### src/rtl/simmem_wresp_release_scheduler.sv
// Per-slot delay scheduler driving the write-response bank release-enable vector.
// Optional stall input (counters hold) is enabled by defining SIMMEM_WRESP_SCHED_STALL_EN.
module simmem_wresp_release_scheduler #(
    parameter int unsigned Capacity   = 16,
    parameter int unsigned AddrWidth  = 4,
    parameter int unsigned DelayWidth = 8
) (
    input  logic                  clk_i,
    input  logic                  rst_ni,
`ifdef SIMMEM_WRESP_SCHED_STALL_EN
    input  logic                  stall_i,
`endif
    input  logic                  res_valid_i,
    input  logic                  res_ready_i,
    input  logic [AddrWidth-1:0]  res_addr_i,
    input  logic [DelayWidth-1:0] delay_i,
    input  logic [Capacity-1:0]   released_addr_onehot_i,
    output logic [Capacity-1:0]   release_en_o,
    output logic [AddrWidth:0]    occupancy_o,
    output logic                  error_o
);

    typedef enum logic [1:0] {StFree, StCounting, StReleasable} slot_state_e;

    slot_state_e           state_q [Capacity];
    slot_state_e           state_d [Capacity];
    logic [DelayWidth-1:0] cnt_q   [Capacity];
    logic [DelayWidth-1:0] cnt_d   [Capacity];
    logic [AddrWidth:0]    occupancy_q, occupancy_d;
    logic                  error_q, error_d;
    logic                  stall;
    logic                  res_fire;
    logic                  rel_hit, res_hit;

`ifdef SIMMEM_WRESP_SCHED_STALL_EN
    assign stall = stall_i;
`else
    assign stall = 1'b0;
`endif

    assign res_fire = res_valid_i && res_ready_i;

    always_comb begin
        error_d     = error_q;
        occupancy_d = '0;
        rel_hit     = 1'b0;
        res_hit     = 1'b0;
        // More than one release bit set in a cycle is a protocol error.
        if ((released_addr_onehot_i & (released_addr_onehot_i - Capacity'(1))) != '0) begin
            error_d = 1'b1;
        end
        for (int unsigned i = 0; i < Capacity; i++) begin
            state_d[i] = state_q[i];
            cnt_d[i]   = cnt_q[i];
            rel_hit    = released_addr_onehot_i[i];
            res_hit    = res_fire && (res_addr_i == AddrWidth'(i));

            if (rel_hit) begin
                if (state_q[i] == StReleasable) begin
                    state_d[i] = StFree;
                end else begin
                    error_d = 1'b1;
                end
            end

            if (state_q[i] == StCounting && !stall) begin
                if (cnt_q[i] <= DelayWidth'(1)) begin
                    state_d[i] = StReleasable;
                    cnt_d[i]   = '0;
                end else begin
                    cnt_d[i] = cnt_q[i] - DelayWidth'(1);
                end
            end

            // A reservation overrides everything; it is legal only into a slot that is
            // free or being freed in this same cycle.
            if (res_hit) begin
                if (state_q[i] != StFree && !(rel_hit && state_q[i] == StReleasable)) begin
                    error_d = 1'b1;
                end
                cnt_d[i]   = delay_i;
                state_d[i] = (delay_i == '0) ? StReleasable : StCounting;
            end

            if (state_d[i] != StFree) begin
                occupancy_d = occupancy_d + (AddrWidth + 1)'(1);
            end
        end
    end

    always_ff @(posedge clk_i or negedge rst_ni) begin
        if (!rst_ni) begin
            for (int unsigned i = 0; i < Capacity; i++) begin
                state_q[i] <= StFree;
                cnt_q[i]   <= '0;
            end
            occupancy_q <= '0;
            error_q     <= 1'b0;
        end else begin
            for (int unsigned i = 0; i < Capacity; i++) begin
                state_q[i] <= state_d[i];
                cnt_q[i]   <= cnt_d[i];
            end
            occupancy_q <= occupancy_d;
            error_q     <= error_d;
        end
    end

    always_comb begin
        release_en_o = '0;
        for (int unsigned i = 0; i < Capacity; i++) begin
            release_en_o[i] = (state_q[i] == StReleasable);
        end
    end

    assign occupancy_o = occupancy_q;
    assign error_o     = error_q;

endmodule

### config.mk
export PLATFORM = sky130hd
export DESIGN_NAME = simmem_wresp_release_scheduler
export DESIGN_NICKNAME = d
export VERILOG_FILES = /design/src/rtl/simmem_wresp_release_scheduler.sv
export SDC_FILE = /design/constraint.sdc
export NUM_CORES = 1
export LEC_CHECK = 0
export CAP_MARGIN = 20
export CORE_ASPECT_RATIO = 1.75
export CORE_MARGIN = 2
export CORE_UTILIZATION = 30
export CTS_BUF_LIST = sky130_fd_sc_hd__clkbuf_8
export CTS_CLUSTER_SIZE = 8
export DETAILED_ROUTE_END_ITERATION = 7
export GPL_ROUTABILITY_DRIVEN = 0
export GPL_TIMING_DRIVEN = 0
export SYNTH_ARGS = -nofsm -noshare
export SYNTH_HDL_FRONTEND = slang
export SYNTH_SLANG_ARGS = --single-unit
### constraint.sdc
create_clock -name clk_i -period 19.9 [get_ports clk_i]
set_input_delay 3.98 -clock clk_i [delete_from_list [all_inputs] [get_ports clk_i]]
set_output_delay 3.98 -clock clk_i [all_outputs]
set_load 0.03 [all_outputs]
==> changes_impl.md <==
### Implementation results

- Status: completed
- Worst-path fanout max: 10
- Cell count after synthesis: 1,547
- Die height: about 270 µm
- CP top delay family: adder cells
- Crit path to: occupancy_o[4]
- Yosys chip area: around 12,000 µm²
- Fmax: between 60 and 70 MHz
- Kind of critical path: input port to register
- Final nets: approximately 1,700
- Max-cap violations: 0
- Dominant kind of combinational cell: simple AND/OR/NAND/NOR gates
- Slew margin rel.: 27.2%
- Post-CTS Hold Buffers: 0
- Most common logic cells in the final layout: 201 x nor2_1, 195 x a21oi_1, 184 x nand2_1
- Crit start category: input port
- Fin. Hold Viols: 0
- Placed Instance Area: 13,100 µm²
- FFs w/ async S/R, synth: 100%
- Fin Clk Skew: approximately 0.018 ns
- Final Cycle Share: roughly 74%
- GR Util All Layers: a little under a fifth
- RSZ-0062 raised after global routing: no
- Post-CTS Repair Setup Buffers: 0
- Critical Path AT: 15.24 ns
- Endpoint, Worst Hold: cnt_q[111]
- Final ANT Viol Nets: 0
- Root Buffer: clkbuf_8
- Max reg flops: around 130
- Worst-path clk slew: about 0.090 ns
- Fin cells: 2,123
- OpenROAD warning count: ~46
- Post-synthesis adder-cell area fraction: about 5.1%
- Yosys cell types: roughly 82
- Hold Slack: approximately 0.55 ns
- Final worst slack: just over 5 ns
- Synth warn: 0
- R2R Path End: occupancy_o[4]
- CP max-delay cell: clkdlybuf4s50_1
- CTS tree: yes
- Worst hold path depth: 2
- Die Footprint: roughly 42,000 µm²
- Register bit total from synthesis: roughly 170
- Gr ovfl total: 0
- Synth top cells by count: 201 x nor2_1, 195 x a21oi_1, 184 x nand2_1, 166 x dfrtp_1, 145 x o21ai_0
- Placed insts: roughly 2,100
- Slowest cell delay on critical path: ~0.57 ns
- Buf/Inv on CP: 5
- WP data required: approximately 20 ns
- Sequential-to-total area share from yosys stat: roughly 35%
- Worst reg-to-reg setup slack: roughly 9.6 ns
- Tightest Pin Transition: 1.09 ns
- Share of the synthesized area in the top cell type: 34.5%
- Dominant flop cell: dfrtp_1
- Hold crit path type: register to register
- Basic Gates by Area: approximately a quarter
- EDFF count, synth: 0
- Most frequent cell after synthesis: nor2_1
- Initial antenna violation count: 3
- Setup TNS: 0 ns
- Crit path capture type: register
- Vias in the first global route: 11,400
- Drt pass-1 iters: 5
- Skew-Pair Late Insertion Delay: 0.51 ns
- Synth Area in XOR/XNOR: under 10%
- Crit path depth: approximately 50
- Avg WL per Cell: roughly 18 µm
- Floorplan Nets: around 1,600
- Largest net degree at the start of global routing: approximately 110
- Most common logic cell in the routed design: nor2_1
- Crit path launch: res_addr_i[2]
- Critical Path Most Common Cell: ha_1
- CTS max path bufs: 2
- Final worst path period need: between 10 and 15 ns
area by class of cell:
| class | count | area [µm²] |
|---|---|---|
| Multi-Input combinational cell | 1249 | 7380 |
| Fill cell | 4169 | 26200 |
| Antenna cell | 2 | 5.00 |
| Sequential cell | 166 | 4150 |
| Buffer | 48 | 188 |
| Inverter | 84 | 315 |
| Clock inverter | 12 | 200 |
| Tap cell | 495 | 619 |
| Timing Repair Buffer | 48 | 485 |
| Clock buffer | 19 | 262 |
routing by layer:
| metal | vias up | GRT usage (%) | part of all wire (%) |
|---|---|---|---|
| li1 | 5666 | - | - |
| met1 | 5710 | 20.0 | 38 |
| met2 | 322 | 34.8 | 52 |
| met3 | 87 | 3.20 | 3.8 |
| met4 | 2 | 10.5 | 5.6 |
| met5 | - | 0 | 0.033 |
cell_density.png
(2 px per µm) 16 x 27 tiles, from dark blue (low) to red (high), 0 to 100% covered.
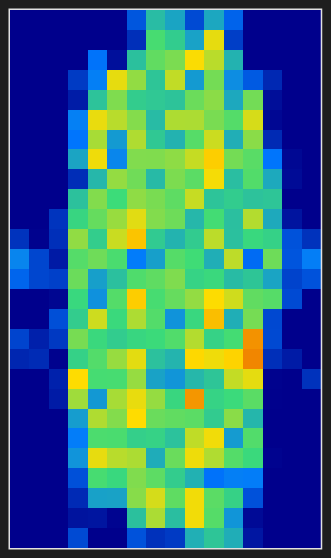
emptiest ninth of the die: upper left
densest ninth of the die: center
mean over tiles: 31%
fp util: 30.2%
final core utilization: 34.2%
CORE AREA: 39,800 µm²

placement_by_type.png
(2 px per µm)
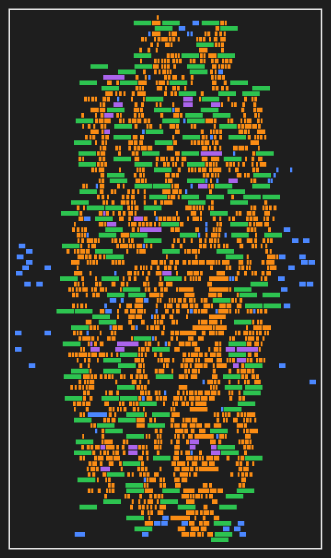
| color | class | cells |
|---|---|---|
| blue | remaining buffers and delay cells | 96 |
| purple | clock drivers and dummy loads | 31 |
| orange | combinational and other logic | 1,333 |
| green | sequential cells | 166 |
row count: 97
fraction of area in registers: 30.5%
final instance area: 13,600 µm²

io_fan.png
(1.5 px per µm)
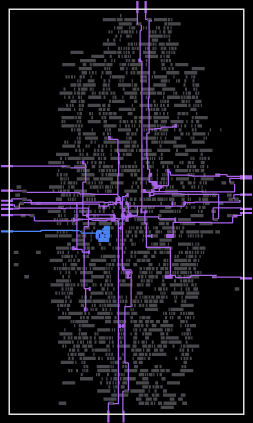
| color | port | direction | edge | end cells | buffers | wire |
|---|---|---|---|---|---|---|
| blue | res_ready_i | input | left | 8 | 1 | 85.7 µm |
| purple | released_addr_onehot_i | input | 6 left, 6 right, 2 top, 2 bottom | 47 | 16 | 1,880 µm |
Top Ports: 54
IO buf count: 43

layer_met1.png
(2 px per µm) Supply wires on this layer in gray.
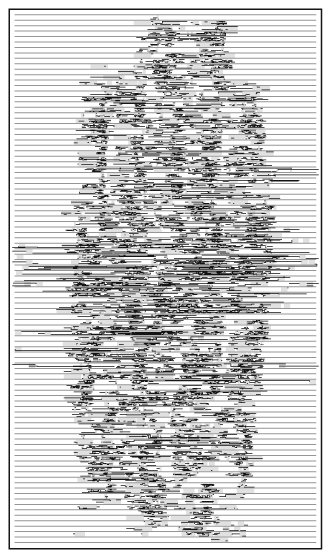
share of all routed wire: 38%
nets with wire on the layer: 1,578
wire length on this layer: 15,000 µm
main direction: horizontal
longest straight run: 56.1 µm
DRT Wirelength: 39,000 µm
GRT met1 Usage: 20.0%
total number of vias: 11,800

